### M4 wires

(1 px per um)
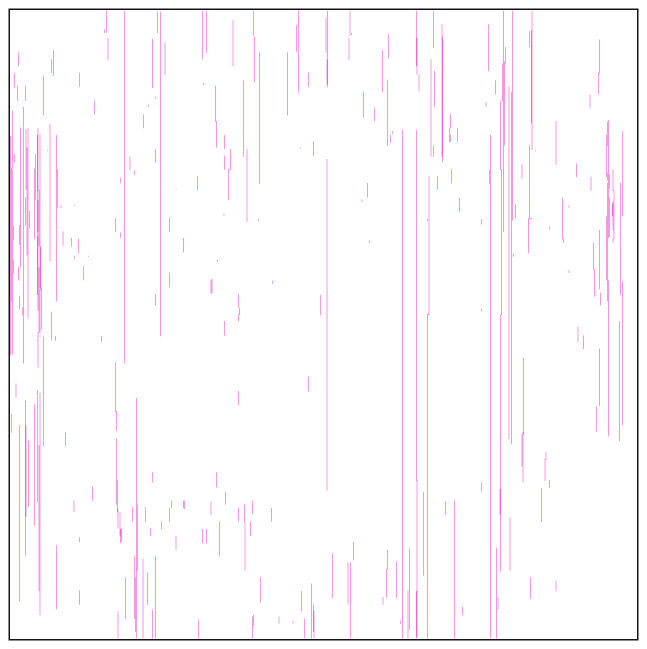
### Pin map

(0.5 px per um) Pins as bars across the die edge, other pins in grey.
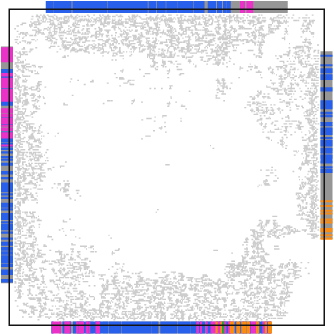
### The clock network

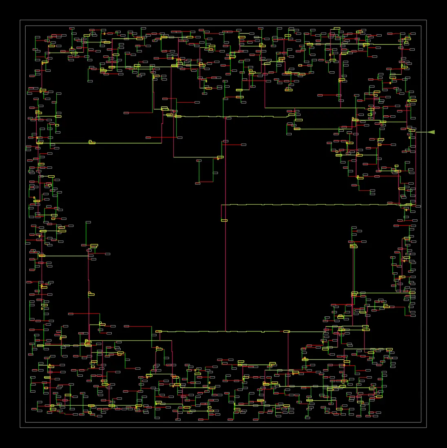
### Signal wires by layer

(1 px per um) Two of the layers only.
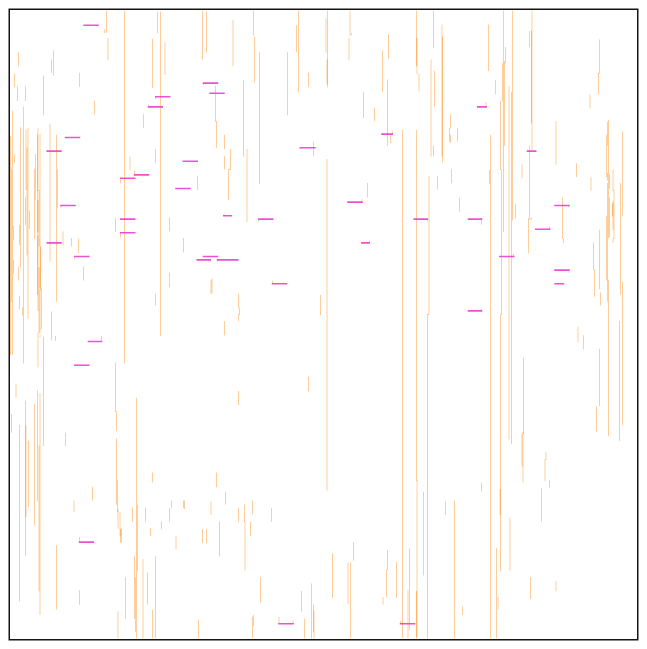
--- src/rtl/aead_pkg.sv ---
// Shared types and default sizing for the AEAD stream sequencer.
package aead_pkg;
   localparam int unsigned W_DEF   = 128;
   localparam int unsigned WPB_DEF = 4;
   localparam int unsigned CW_DEF  = 32;
   localparam int unsigned TAG_W   = 128;

   typedef enum logic [2:0] {
      S_IDLE,
      S_INIT,
      S_FILL,
      S_ISSUE,
      S_WAIT,
      S_DRAIN,
      S_FINAL,
      S_TAG
   } state_e;
endpackage

--- src/rtl/aead_stream_sequencer_if.sv ---
// Word stream with valid/ready handshake and end-of-message marker.
interface aead_stream_sequencer_if
   import aead_pkg::*;
#(
   parameter int unsigned W = W_DEF
);
   logic         valid;
   logic         ready;
   logic [W-1:0] data;
   logic         last;

   modport master (output valid, data, last, input ready);
   modport slave  (input valid, data, last, output ready);
endinterface

--- src/rtl/aead_word_packer.sv ---
// WPB-entry word bank: filled word by word from the stream, reloaded whole from
// the core, then read back in index order.
module aead_word_packer
   import aead_pkg::*;
#(
   parameter int unsigned W   = W_DEF,
   parameter int unsigned WPB = WPB_DEF,
   parameter int unsigned IW  = $clog2(WPB + 1)
) (
   input  logic             clk,
   input  logic             rst,
   input  logic             clr,
   input  logic             wr_en,
   input  logic [W-1:0]     wr_data,
   input  logic             load_en,
   input  logic [WPB*W-1:0] load_data,
   input  logic             rd_adv,
   output logic [WPB*W-1:0] blk,
   output logic [IW-1:0]    cnt,
   output logic [IW-1:0]    rd_idx
);
   localparam int unsigned AW = (WPB > 1) ? $clog2(WPB) : 1;

   logic [W-1:0]  bank_q [WPB];
   logic [W-1:0]  bank_d [WPB];
   logic [IW-1:0] cnt_q, cnt_d;
   logic [IW-1:0] rd_q, rd_d;

   // Clear wins over load; the write count survives a load so drain knows n.
   always_comb begin
      bank_d = bank_q;
      cnt_d  = cnt_q;
      rd_d   = rd_q;
      if (clr) begin
         for (int unsigned k = 0; k < WPB; k++) bank_d[k] = '0;
         cnt_d = '0;
         rd_d  = '0;
      end else if (load_en) begin
         for (int unsigned k = 0; k < WPB; k++) bank_d[k] = load_data[k*W +: W];
         rd_d = '0;
      end else begin
         if (wr_en && (cnt_q < IW'(WPB))) begin
            bank_d[AW'(cnt_q)] = wr_data;
            cnt_d              = cnt_q + IW'(1);
         end
         if (rd_adv) rd_d = rd_q + IW'(1);
      end
   end

   always_ff @(posedge clk) begin
      if (!rst) begin
         for (int unsigned k = 0; k < WPB; k++) bank_q[k] <= '0;
         cnt_q <= '0;
         rd_q  <= '0;
      end else begin
         bank_q <= bank_d;
         cnt_q  <= cnt_d;
         rd_q   <= rd_d;
      end
   end

   always_comb begin
      blk = '0;
      for (int unsigned k = 0; k < WPB; k++) blk[k*W +: W] = bank_q[k];
   end

   assign cnt    = cnt_q;
   assign rd_idx = rd_q;
endmodule

--- src/rtl/aead_stream_sequencer.sv ---
// Sequences a word stream through a block-oriented AEAD core: packs words into
// blocks, issues them, drains results and collects the final tag.
module aead_stream_sequencer
   import aead_pkg::*;
#(
   parameter int unsigned W   = W_DEF,
   parameter int unsigned WPB = WPB_DEF,
   parameter int unsigned CW  = CW_DEF
) (
   input  logic                    clk,
   input  logic                    rst,
   input  logic                    start,
   input  logic                    encdec,
   aead_stream_sequencer_if.slave  s,
   aead_stream_sequencer_if.master m,
   output logic                    core_init,
   output logic                    core_next,
   output logic                    core_done,
   output logic                    core_encdec,
   output logic [WPB*W-1:0]        core_data_in,
   input  logic                    core_ready,
   input  logic                    core_valid,
   input  logic                    core_tag_ok,
   input  logic [WPB*W-1:0]        core_data_out,
   input  logic [TAG_W-1:0]        core_tag,
   output logic                    busy,
   output logic                    tag_valid,
   output logic [TAG_W-1:0]        tag_out,
   output logic [CW-1:0]           blk_cycles,
   output logic [CW-1:0]           total_cycles
);
   localparam int unsigned IW = $clog2(WPB + 1);
   localparam int unsigned AW = (WPB > 1) ? $clog2(WPB) : 1;

   function automatic logic [CW-1:0] sat_inc(input logic [CW-1:0] v);
      return (&v) ? v : v + CW'(1);
   endfunction

   state_e             state_q, state_d;
   logic               encdec_q, encdec_d, last_blk_q, last_blk_d;
   logic               core_init_q, core_init_d, core_next_q, core_next_d;
   logic               core_done_q, core_done_d, busy_q, busy_d;
   logic               s_ready_q, s_ready_d, m_valid_q, m_valid_d, m_last_q, m_last_d;
   logic               tag_valid_q, tag_valid_d;
   logic [W-1:0]       m_data_q, m_data_d;
   logic [TAG_W-1:0]   tag_out_q, tag_out_d;
   logic [CW-1:0]      blk_cycles_q, blk_cycles_d, total_cycles_q, total_cycles_d;
   logic [CW-1:0]      bcnt_q, bcnt_d, tcnt_q, tcnt_d;

   logic               pk_clr, pk_wr, pk_load, pk_adv;
   logic [WPB*W-1:0]   pk_blk;
   logic [IW-1:0]      pk_cnt, pk_rd;
   logic [AW-1:0]      nxt;
   logic               s_fire, m_fire, fill_done, drain_end;

   aead_word_packer #(.W(W), .WPB(WPB), .IW(IW)) u_packer (
      .clk       (clk),
      .rst       (rst),
      .clr       (pk_clr),
      .wr_en     (pk_wr),
      .wr_data   (s.data),
      .load_en   (pk_load),
      .load_data (core_data_out),
      .rd_adv    (pk_adv),
      .blk       (pk_blk),
      .cnt       (pk_cnt),
      .rd_idx    (pk_rd)
   );

   assign s_fire    = s.valid && s_ready_q;
   assign m_fire    = m_valid_q && m.ready;
   assign fill_done = s_fire && ((pk_cnt == IW'(WPB - 1)) || s.last);
   assign drain_end = m_fire && (pk_rd == (pk_cnt - IW'(1)));
   assign nxt       = AW'(pk_rd + IW'(1));

   always_ff @(posedge clk) begin
      if (!rst) state_q <= S_IDLE;
      else      state_q <= state_d;
   end

   always_comb begin
      state_d = state_q;
      case (state_q)
         S_IDLE:  if (start)       state_d = S_INIT;
         S_INIT:  if (core_ready)  state_d = S_FILL;
         S_FILL:  if (fill_done)   state_d = S_ISSUE;
         S_ISSUE:                  state_d = S_WAIT;
         S_WAIT:  if (core_valid)  state_d = S_DRAIN;
         S_DRAIN: if (drain_end)   state_d = last_blk_q ? S_FINAL : S_FILL;
         S_FINAL:                  state_d = S_TAG;
         S_TAG:   if (core_tag_ok) state_d = S_IDLE;
         default:                  state_d = S_IDLE;
      endcase
   end

   // Registered outputs are decoded from the next state so they line up with state_q.
   always_comb begin
      encdec_d       = encdec_q;
      last_blk_d     = last_blk_q;
      core_init_d    = (state_q == S_IDLE) && (state_d == S_INIT);
      core_next_d    = (state_d == S_ISSUE);
      core_done_d    = (state_d == S_FINAL);
      busy_d         = (state_d != S_IDLE);
      s_ready_d      = (state_d == S_FILL);
      m_valid_d      = (state_d == S_DRAIN);
      m_data_d       = m_data_q;
      m_last_d       = m_last_q;
      tag_valid_d    = 1'b0;
      tag_out_d      = tag_out_q;
      blk_cycles_d   = blk_cycles_q;
      total_cycles_d = total_cycles_q;
      bcnt_d         = bcnt_q;
      tcnt_d         = (state_q != S_IDLE) ? sat_inc(tcnt_q) : tcnt_q;
      pk_clr         = 1'b0;
      pk_wr          = s_fire;
      pk_load        = 1'b0;
      pk_adv         = 1'b0;
      case (state_q)
         S_IDLE: if (start) begin
            encdec_d = encdec;
            tcnt_d   = CW'(1);
            pk_clr   = 1'b1;
         end
         S_FILL: if (fill_done) last_blk_d = s.last;
         S_ISSUE: bcnt_d = CW'(1);
         S_WAIT: begin
            bcnt_d = sat_inc(bcnt_q);
            if (core_valid) begin
               pk_load      = 1'b1;
               blk_cycles_d = bcnt_q;
               m_data_d     = core_data_out[W-1:0];
               m_last_d     = last_blk_q && (pk_cnt == IW'(1));
            end
         end
         S_DRAIN: if (m_fire) begin
            if (drain_end) begin
               m_data_d = '0;
               m_last_d = 1'b0;
               pk_clr   = !last_blk_q;
            end else begin
               pk_adv   = 1'b1;
               m_data_d = pk_blk[32'(nxt) * W +: W];
               m_last_d = last_blk_q && ((pk_rd + IW'(2)) == pk_cnt);
            end
         end
         S_TAG: if (core_tag_ok) begin
            tag_out_d      = core_tag;
            tag_valid_d    = 1'b1;
            total_cycles_d = tcnt_q;
         end
         default: ;
      endcase
   end

   always_ff @(posedge clk) begin
      if (!rst) begin
         encdec_q       <= 1'b0;
         last_blk_q     <= 1'b0;
         core_init_q    <= 1'b0;
         core_next_q    <= 1'b0;
         core_done_q    <= 1'b0;
         busy_q         <= 1'b0;
         s_ready_q      <= 1'b0;
         m_valid_q      <= 1'b0;
         m_data_q       <= '0;
         m_last_q       <= 1'b0;
         tag_valid_q    <= 1'b0;
         tag_out_q      <= '0;
         blk_cycles_q   <= '0;
         total_cycles_q <= '0;
         bcnt_q         <= '0;
         tcnt_q         <= '0;
      end else begin
         encdec_q       <= encdec_d;
         last_blk_q     <= last_blk_d;
         core_init_q    <= core_init_d;
         core_next_q    <= core_next_d;
         core_done_q    <= core_done_d;
         busy_q         <= busy_d;
         s_ready_q      <= s_ready_d;
         m_valid_q      <= m_valid_d;
         m_data_q       <= m_data_d;
         m_last_q       <= m_last_d;
         tag_valid_q    <= tag_valid_d;
         tag_out_q      <= tag_out_d;
         blk_cycles_q   <= blk_cycles_d;
         total_cycles_q <= total_cycles_d;
         bcnt_q         <= bcnt_d;
         tcnt_q         <= tcnt_d;
      end
   end

   assign s.ready      = s_ready_q;
   assign m.valid      = m_valid_q;
   assign m.data       = m_data_q;
   assign m.last       = m_last_q;
   assign core_init    = core_init_q;
   assign core_next    = core_next_q;
   assign core_done    = core_done_q;
   assign core_encdec  = encdec_q;
   assign core_data_in = pk_blk;
   assign busy         = busy_q;
   assign tag_valid    = tag_valid_q;
   assign tag_out      = tag_out_q;
   assign blk_cycles   = blk_cycles_q;
   assign total_cycles = total_cycles_q;
endmodule

--- src/flat_wrapper.sv ---
// flat-port wrapper written by rule: the top's interface ports become plain ports
module aead_stream_sequencer_flat import aead_pkg::*;
#(
   parameter int unsigned W   = W_DEF,
   parameter int unsigned WPB = WPB_DEF,
   parameter int unsigned CW  = CW_DEF
)
  (clk, rst, start, encdec, core_init, core_next, core_done, core_encdec, core_data_in, core_ready, core_valid, core_tag_ok, core_data_out, core_tag, busy, tag_valid, tag_out, blk_cycles, total_cycles, s_valid, s_data, s_last, s_ready, m_valid, m_data, m_last, m_ready);
  aead_stream_sequencer_if #(.W(W)) s_i ();
  aead_stream_sequencer_if #(.W(W)) m_i ();
  input  logic clk;
  input  logic rst;
  input  logic start;
  input  logic encdec;
  output logic core_init;
  output logic core_next;
  output logic core_done;
  output logic core_encdec;
  output logic [WPB*W-1:0] core_data_in;
  input  logic core_ready;
  input  logic core_valid;
  input  logic core_tag_ok;
  input  logic [WPB*W-1:0] core_data_out;
  input  logic [TAG_W-1:0] core_tag;
  output logic busy;
  output logic tag_valid;
  output logic [TAG_W-1:0] tag_out;
  output logic [CW-1:0] blk_cycles;
  output logic [CW-1:0] total_cycles;
  input wire logic [$bits(s_i.valid)-1:0] s_valid;
  input wire logic [$bits(s_i.data)-1:0] s_data;
  input wire logic [$bits(s_i.last)-1:0] s_last;
  output wire logic [$bits(s_i.ready)-1:0] s_ready;
  output wire logic [$bits(m_i.valid)-1:0] m_valid;
  output wire logic [$bits(m_i.data)-1:0] m_data;
  output wire logic [$bits(m_i.last)-1:0] m_last;
  input wire logic [$bits(m_i.ready)-1:0] m_ready;
  assign s_i.valid = s_valid;
  assign s_i.data = s_data;
  assign s_i.last = s_last;
  assign s_ready = s_i.ready;
  assign m_valid = m_i.valid;
  assign m_data = m_i.data;
  assign m_last = m_i.last;
  assign m_i.ready = m_ready;
  aead_stream_sequencer #(.W(W), .WPB(WPB), .CW(CW)) u_core (.clk(clk), .rst(rst), .start(start), .encdec(encdec), .s(s_i), .m(m_i), .core_init(core_init), .core_next(core_next), .core_done(core_done), .core_encdec(core_encdec), .core_data_in(core_data_in), .core_ready(core_ready), .core_valid(core_valid), .core_tag_ok(core_tag_ok), .core_data_out(core_data_out), .core_tag(core_tag), .busy(busy), .tag_valid(tag_valid), .tag_out(tag_out), .blk_cycles(blk_cycles), .total_cycles(total_cycles));
endmodule
--- config.mk ---
export PLATFORM = sky130hd
export DESIGN_NAME = aead_stream_sequencer_flat
export DESIGN_NICKNAME = d
export VERILOG_FILES = /design/src/rtl/aead_pkg.sv /design/src/rtl/aead_stream_sequencer_if.sv /design/src/rtl/aead_word_packer.sv /design/src/rtl/aead_stream_sequencer.sv /design/src/flat_wrapper.sv
export SDC_FILE = /design/constraint.sdc
export NUM_CORES = 2
export LEC_CHECK = 0
export ABC_CLOCK_PERIOD_IN_PS = 6400
export CAP_MARGIN = 20
export CORE_AREA = 8 8 619 621
export DETAILED_ROUTE_END_ITERATION = 16
export DIE_AREA = 0 0 627 629
export GPL_TIMING_DRIVEN = 0
export PLACE_DENSITY_LB_ADDON = 0.3
export REMOVE_ABC_BUFFERS = 1
export SETUP_SLACK_MARGIN = 0.5
export SYNTH_ARGS = -nofsm -noshare
export SYNTH_HDL_FRONTEND = slang
export SYNTH_HIERARCHICAL = 1
export SYNTH_SLANG_ARGS = --single-unit
--- constraint.sdc ---
create_clock -name clk -period 6.4 [get_ports clk]
set_input_delay 1.92 -clock clk [delete_from_list [all_inputs] [get_ports clk]]
set_output_delay 1.92 -clock clk [all_outputs]
set_load 0.005 [all_outputs]
==> Changelog: implementation <==
### Physical design

- Top cells by count, synth: nand2_1, dfxtp_1, a21oi_1
- Cell Chain, Critical Path: clkdlybuf4s50_1 -> nand4b_1 -> buf_8 -> inv_8 -> buf_16 -> buf_16 -> buf_16 -> a21oi_1 -> a221oi_1
- Area leader, netlist: dfxtp_1
- Max incr delay on CP: roughly 0.6 ns
- Register share after synthesis: 0.427
- Total track usage: 0.173
- RSZ-0062 raised after global routing: false
- CP endpoint kind: flop
- Worst r2r src: u_core/state_q[2]$_SDFF_PN0_
- Initial antenna violation count: 156
- Clock Tree Root: clkbuf_16
- Global Route met3 Usage: 0.0559
- Layout cell share with drive strength beyond 1: 0.0925
- Hold Startpoint: u_core/total_cycles[8]$_SDFFE_PN0P_
- Status: complete, no violations
- Die area: approximately 390000 sq um
- EDFF count, synth: 0
- Most Used Layer, Global Route: met2
- Syn Area/Cell: 8.65 sq um
- Logic area: 20400 sq um
- Power Density: 204 nW/um^2
- DRC: 0
- Clock Pin Slew Worst Setup and Hold Paths: approximately 0.060 ns
- CP arrival: a little over 6 ns
- Post-CTS sizing: 0
- WS Path Type: input pin to flop
- Final min period: approximately 5.5 ns
- Htree depth: 4
- Yosys warning total: 6
- Init Core Util: 0.115
About 'M4 wires':
The layer carries 16000 um of wire. The longest straight run is 508 um. The layer holds 4.4% of the routed length. 223 nets have wire on it.

About 'Pin map':
Orange shows `blk_cycles`, pins 32, direction output, edge 22 bottom, 10 right. Magenta shows `s_data`, pins 128, direction input, edge 62 bottom, 55 left, 11 top. Green shows `m_ready`, pins 1, direction input, edge bottom. Blue shows `core_data_out`, pins 512, direction input, edge 192 top, 181 bottom, 90 left, 49 right.
All pins by edge: 522 top, 476 bottom, 346 left, 275 right.

About 'The clock network':
clock buf count: 190
Latency at later pin: 0.81 ns
skew final: 0.0463 ns

About 'Signal wires by layer':
Orange shows M4, wire length 16000 um. Magenta shows M5, wire length 535 um.

==> metal layers <==
layer	wire [um]	part of all wire
met1	133000	0.37
met2	180000	0.50
met3	31700	0.088
met4	16000	0.044
met5	535	0.0015
==> cell type report <==
type	instances	area share
tap	4994	0.0885
clock inverter	34	0.00624
antenna	72	0.00255
inverter	531	0.0283
multi-input combinational	3043	0.289
timing repair buffer	1755	0.271
sequential	915	0.260
clock buffer	190	0.0543
==> where the power goes <==
part	internal (uW)	switching, uW
clock network	4430	3170
logic	542	504
registers	5710	11.8
total	10700	3690
==> flip-flops by register name, summed over array words and instances (netlist names), 3 cells and up <==
name,flops
u_core/tag_out,128
u_core/m.data,128
u_core/u_packer/blk,512
u_core/tcnt_q,32
u_core/u_packer/cnt,3
u_core/state_q,3
u_core/bcnt_q,32
u_core/blk_cycles,32
u_core/u_packer/rd_idx,3
u_core/total_cycles,32
==> kinds of logic after synthesis <==
kind of cell             after synthesis  synth area share
AND-OR/OR-AND                       1725             0.285
flip-flops                           915             0.427
AND/OR/NAND/NOR                     1155             0.113
XOR/XNOR                              18           0.00400
multiplexers                         135            0.0688
adder cells (fa/ha/maj)               10           0.00292
buffers and inverters                999            0.0990
==> worst min-delay path, cell delays in order (launching register included) <==
cell,delay (ns)
dfxtp_1,0.30
nand2_1,0.05
a21boi_0,0.06
==> worst paths after layout <==
kind	endpoint	slack, ns	cells after the start
min reg2reg	u_core/total_cycles[8]$_SDFFE_PN0P_	0.46	2
max	u_core/u_packer/blk[292]$_SDFFE_PP0P_	0.87	9
max reg2reg	u_core/u_packer/blk[292]$_SDFFE_PP0P_	1.76	8
min	u_core/total_cycles[8]$_SDFFE_PN0P_	0.46	2
==> per-stage QoR <==
stage | util | worst slack [ns] | instance area (sq um) | cells
2_1_floorplan | - | -14.53 | 40600 | 4489
3_3_place_gp | 0.169 | -58.10 | 63100 | 11100
3_5_place_dp | 0.177 | 0.241 | 66100 | 11200
4_1_cts | 0.188 | 1.18 | 70400 | 11500
5_1_grt | 0.189 | 0.754 | 70600 | 11500
6_report | 0.189 | 0.866 | 70600 | 11500
==> cells in the final DEF, fill, tap and decap left out, types with 72 or more instances in the layout <==
cell / instances
a21oi_1: 677
inv_1: 530
a221oi_2: 105
nand2_1: 949
diode_2: 72
clkdlybuf4s50_1: 1617
a21boi_0: 196
a221oi_1: 407
dfxtp_1: 913
a22oi_1: 128
o21ai_0: 166
mux4_2: 128
clkbuf_16: 135
No activity file was given, so power comes from the tool's default toggle rates.
